## src/rtl/fir_pair_serializer.sv

```systemverilog
// Output stage behind the two-parallel FIR. It saturates each incoming 64-bit even/odd
// pair to OUT_W bits, buffers the pairs in a small FIFO and re-serializes them as one
// sample per cycle (even first, then odd) on a valid/ready stream. It also keeps a
// sticky saturation event counter for debug.
module fir_pair_serializer #(
  parameter int unsigned IN_W  = 64,
  parameter int unsigned OUT_W = 16,
  parameter int unsigned DEPTH = 4,   // pairs; power of 2, >= 2
  parameter int unsigned CNT_W = 16
) (
  input  logic                    clk,
  input  logic                    rst,
  input  logic                    flush,
  input  logic                    in_valid,
  output logic                    in_ready,
  input  logic signed [IN_W-1:0]  in_even,
  input  logic signed [IN_W-1:0]  in_odd,
  output logic                    out_valid,
  input  logic                    out_ready,
  output logic signed [OUT_W-1:0] out_data,
  output logic                    out_odd,
  output logic [CNT_W-1:0]        sat_count
);

  localparam int unsigned PtrW = $clog2(DEPTH);
  localparam int unsigned CntW = $clog2(DEPTH) + 1;
  localparam logic [CntW-1:0] DepthC = CntW'(DEPTH);

  // Returns {saturated_flag, clamped_value}. The value fits when every bit from the
  // sign bit down to bit OUT_W-1 matches the sign.
  function automatic logic [OUT_W:0] saturate(input logic [IN_W-1:0] v);
    logic fits;
    fits = (v[IN_W-1:OUT_W-1] == {(IN_W-OUT_W+1){v[IN_W-1]}});
    if (fits) begin
      return {1'b0, v[OUT_W-1:0]};
    end else if (v[IN_W-1]) begin
      return {1'b1, 1'b1, {(OUT_W-1){1'b0}}};
    end else begin
      return {1'b1, 1'b0, {(OUT_W-1){1'b1}}};
    end
  endfunction

  logic [OUT_W:0]         sat_even;
  logic [OUT_W:0]         sat_odd;
  logic [2*OUT_W-1:0]     mem_q [DEPTH];
  logic [2*OUT_W-1:0]     head;

  logic [PtrW-1:0]        wr_ptr_q, wr_ptr_d;
  logic [PtrW-1:0]        rd_ptr_q, rd_ptr_d;
  logic [CntW-1:0]        count_q, count_d;
  logic                   sel_q, sel_d;
  logic                   in_ready_q, in_ready_d;
  logic                   out_valid_q, out_valid_d;
  logic [OUT_W-1:0]       out_data_q, out_data_d;
  logic                   out_odd_q, out_odd_d;
  logic [CNT_W-1:0]       sat_count_q, sat_count_d;

  logic                   push;
  logic                   pop;
  logic                   load;
  logic [CNT_W:0]         sat_sum;

  // Input saturation, ahead of storage
  always_comb begin
    sat_even = saturate(in_even);
    sat_odd  = saturate(in_odd);
  end

  assign head = mem_q[rd_ptr_q];
  // A flush discards a concurrent push; in_ready comes from the registered count only
  assign push = in_valid & in_ready_q & ~flush;
  assign load = (~out_valid_q | out_ready) & (count_q != '0);

  // Saturating add of 0, 1 or 2 saturation events
  always_comb begin
    sat_sum = {1'b0, sat_count_q} + (CNT_W+1)'(sat_even[OUT_W]) + (CNT_W+1)'(sat_odd[OUT_W]);
  end

  // Next-state logic for FIFO pointers, serializer select and output register
  always_comb begin
    wr_ptr_d    = wr_ptr_q;
    rd_ptr_d    = rd_ptr_q;
    count_d     = count_q;
    sel_d       = sel_q;
    out_valid_d = out_valid_q;
    out_data_d  = out_data_q;
    out_odd_d   = out_odd_q;
    sat_count_d = sat_count_q;
    pop         = 1'b0;

    if (flush) begin
      wr_ptr_d    = '0;
      rd_ptr_d    = '0;
      count_d     = '0;
      sel_d       = 1'b0;
      out_valid_d = 1'b0;
      out_odd_d   = 1'b0;
    end else begin
      if (load) begin
        out_valid_d = 1'b1;
        if (!sel_q) begin
          out_data_d = head[OUT_W-1:0];
          out_odd_d  = 1'b0;
          sel_d      = 1'b1;
        end else begin
          out_data_d = head[2*OUT_W-1:OUT_W];
          out_odd_d  = 1'b1;
          sel_d      = 1'b0;
          pop        = 1'b1;
        end
      end else if (!out_valid_q || out_ready) begin
        // Consumer took the last sample and nothing is buffered
        out_valid_d = 1'b0;
      end

      if (push) begin
        wr_ptr_d    = wr_ptr_q + PtrW'(1);
        sat_count_d = sat_sum[CNT_W] ? {CNT_W{1'b1}} : sat_sum[CNT_W-1:0];
      end
      if (pop) begin
        rd_ptr_d = rd_ptr_q + PtrW'(1);
      end
      count_d = count_q + CntW'(push) - CntW'(pop);
    end

    in_ready_d = (count_d != DepthC);
  end

  // Control and output state; in_ready stays low until the first clock after reset
  always_ff @(posedge clk or negedge rst) begin
    if (!rst) begin
      wr_ptr_q    <= '0;
      rd_ptr_q    <= '0;
      count_q     <= '0;
      sel_q       <= 1'b0;
      in_ready_q  <= 1'b0;
      out_valid_q <= 1'b0;
      out_data_q  <= '0;
      out_odd_q   <= 1'b0;
      sat_count_q <= '0;
    end else begin
      wr_ptr_q    <= wr_ptr_d;
      rd_ptr_q    <= rd_ptr_d;
      count_q     <= count_d;
      sel_q       <= sel_d;
      in_ready_q  <= in_ready_d;
      out_valid_q <= out_valid_d;
      out_data_q  <= out_data_d;
      out_odd_q   <= out_odd_d;
      sat_count_q <= sat_count_d;
    end
  end

  // Pair storage; contents are don't-care until written, so no reset
  always_ff @(posedge clk) begin
    if (push) begin
      mem_q[wr_ptr_q] <= {sat_odd[OUT_W-1:0], sat_even[OUT_W-1:0]};
    end
  end

  assign in_ready  = in_ready_q;
  assign out_valid = out_valid_q;
  assign out_data  = out_data_q;
  assign out_odd   = out_odd_q;
  assign sat_count = sat_count_q;

endmodule

```

## config.mk

```make
export PLATFORM = sky130hd
export DESIGN_NAME = fir_pair_serializer
export DESIGN_NICKNAME = d
export VERILOG_FILES = /design/src/rtl/fir_pair_serializer.sv
export SDC_FILE = /design/constraint.sdc
export NUM_CORES = 1
export LEC_CHECK = 0
export CORE_MARGIN = 4
export CORE_UTILIZATION = 55
export DETAILED_ROUTE_END_ITERATION = 12
export HOLD_SLACK_MARGIN = 0.05
export PLACE_DENSITY = 0.83
export SETUP_SLACK_MARGIN = 0.2
export SYNTH_ARGS = -nofsm -noshare
export SYNTH_HDL_FRONTEND = slang
export SYNTH_SLANG_ARGS = --single-unit
```

## constraint.sdc

```tcl
create_clock -name clk -period 4.75 [get_ports clk]
set_input_delay 0.475 -clock clk [delete_from_list [all_inputs] [get_ports clk]]
set_output_delay 0.475 -clock clk [all_outputs]
set_load 0.005 [all_outputs]
```

==> run_results.csv <==
group,metric,value,unit
power_and_ir_drop,clock_power,1.52,mW
global_route,grt_remaining_overflow,0,
global_route,grt_max_degree,44,
yosys,ys_sh_mux,15.50,%
yosys,ys.flops,171,
yosys,avgSynthCellArea,14.37,sq um
placed_design,placedCellCount,872,
critical_path,startpoint_type,"input pin",
timing,slew_headroom,30.69,%
power_and_ir_drop,comb_power,1.00,mW
cells_and_area,comb_share,25.05,%
cells_and_area,inverters,39,
floorplan,placementRows,43,
yosys,synth.distinct_cells,40,
cells_and_area,largestClassByArea,"flip-flops and latches",
cells_and_area,top_register,"mem_q",
clock_network,ctsHtreeMaxLevel,4,
cells_and_area,antennaDiodeCount,0,
power_and_ir_drop,seqPwrFrac,43.6,%
yosys,aoi_share,2.838,%
critical_path,cp-endpoint,"sat_count[15]",
global_route,grt_use_total,24.30,%
flow_run,warning_count,29,
route,routed_wl,19050,um
timing,period_used_share,82.09,%
clock_network,clkSlewWorstSetupHoldPaths,0.06,ns
clock_network,ctsHoldBuffers,0,
cells_and_area,final-clk-cell-share,6.333,%
cells_and_area,final-comb-area,2574,sq um
placed_design,gp_congestion,0.8038,
placed_design,placed_cell_area,9623,sq um
cells_and_area,final-nonclk-buf-share,17.10,%
status,status,"complete, no violations",
cells_and_area,seqCellArea,4921,sq um
power_and_ir_drop,p_comb_share,22.4,%
yosys,yosysChipArea,7759,sq um
Figure 1. Placement by cell class.
Scale bar: 50 um.
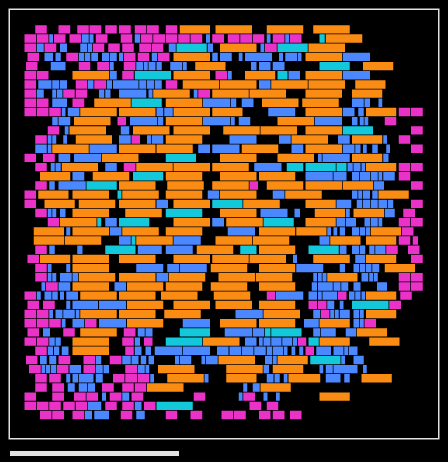
legend:
  magenta:
    class: remaining buffers and delay cells
    cells: 179
    share_of_their_area: 17%
  orange:
    class: sequential cells
    cells: 171
    share_of_their_area: 49%
  blue:
    class: remaining logic cells
    cells: 342
    share_of_their_area: 27%
  cyan:
    class: clock drivers and dummy loads
    cells: 32
    share_of_their_area: 6.5%

Figure 2. Supply network.
Pins as bars on the die edge. Tap cells in gray.
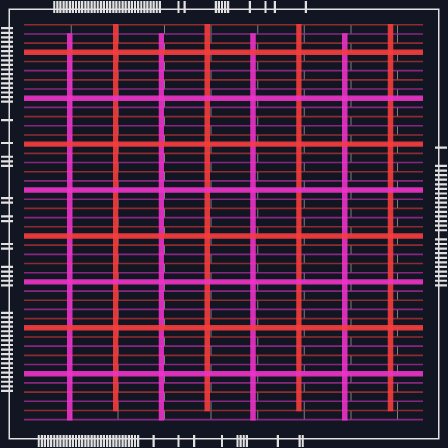
legend:
  red:
    net: VDD
  magenta:
    net: VSS
met4 straps: 8
signal pins: 168
met1 rails: 44
tap cells: 180

Figure 3. Clock wires, drivers and flops.
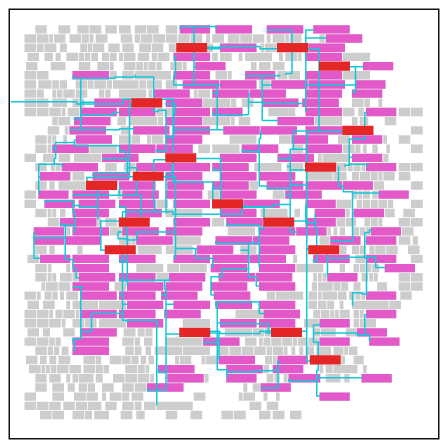
legend:
  cyan:
    item: clock wires
    length: 1,870 um
  red:
    item: clock-net drivers
    count: 17
  magenta:
    item: flip-flops
    count: 171
routed clock nets: 18

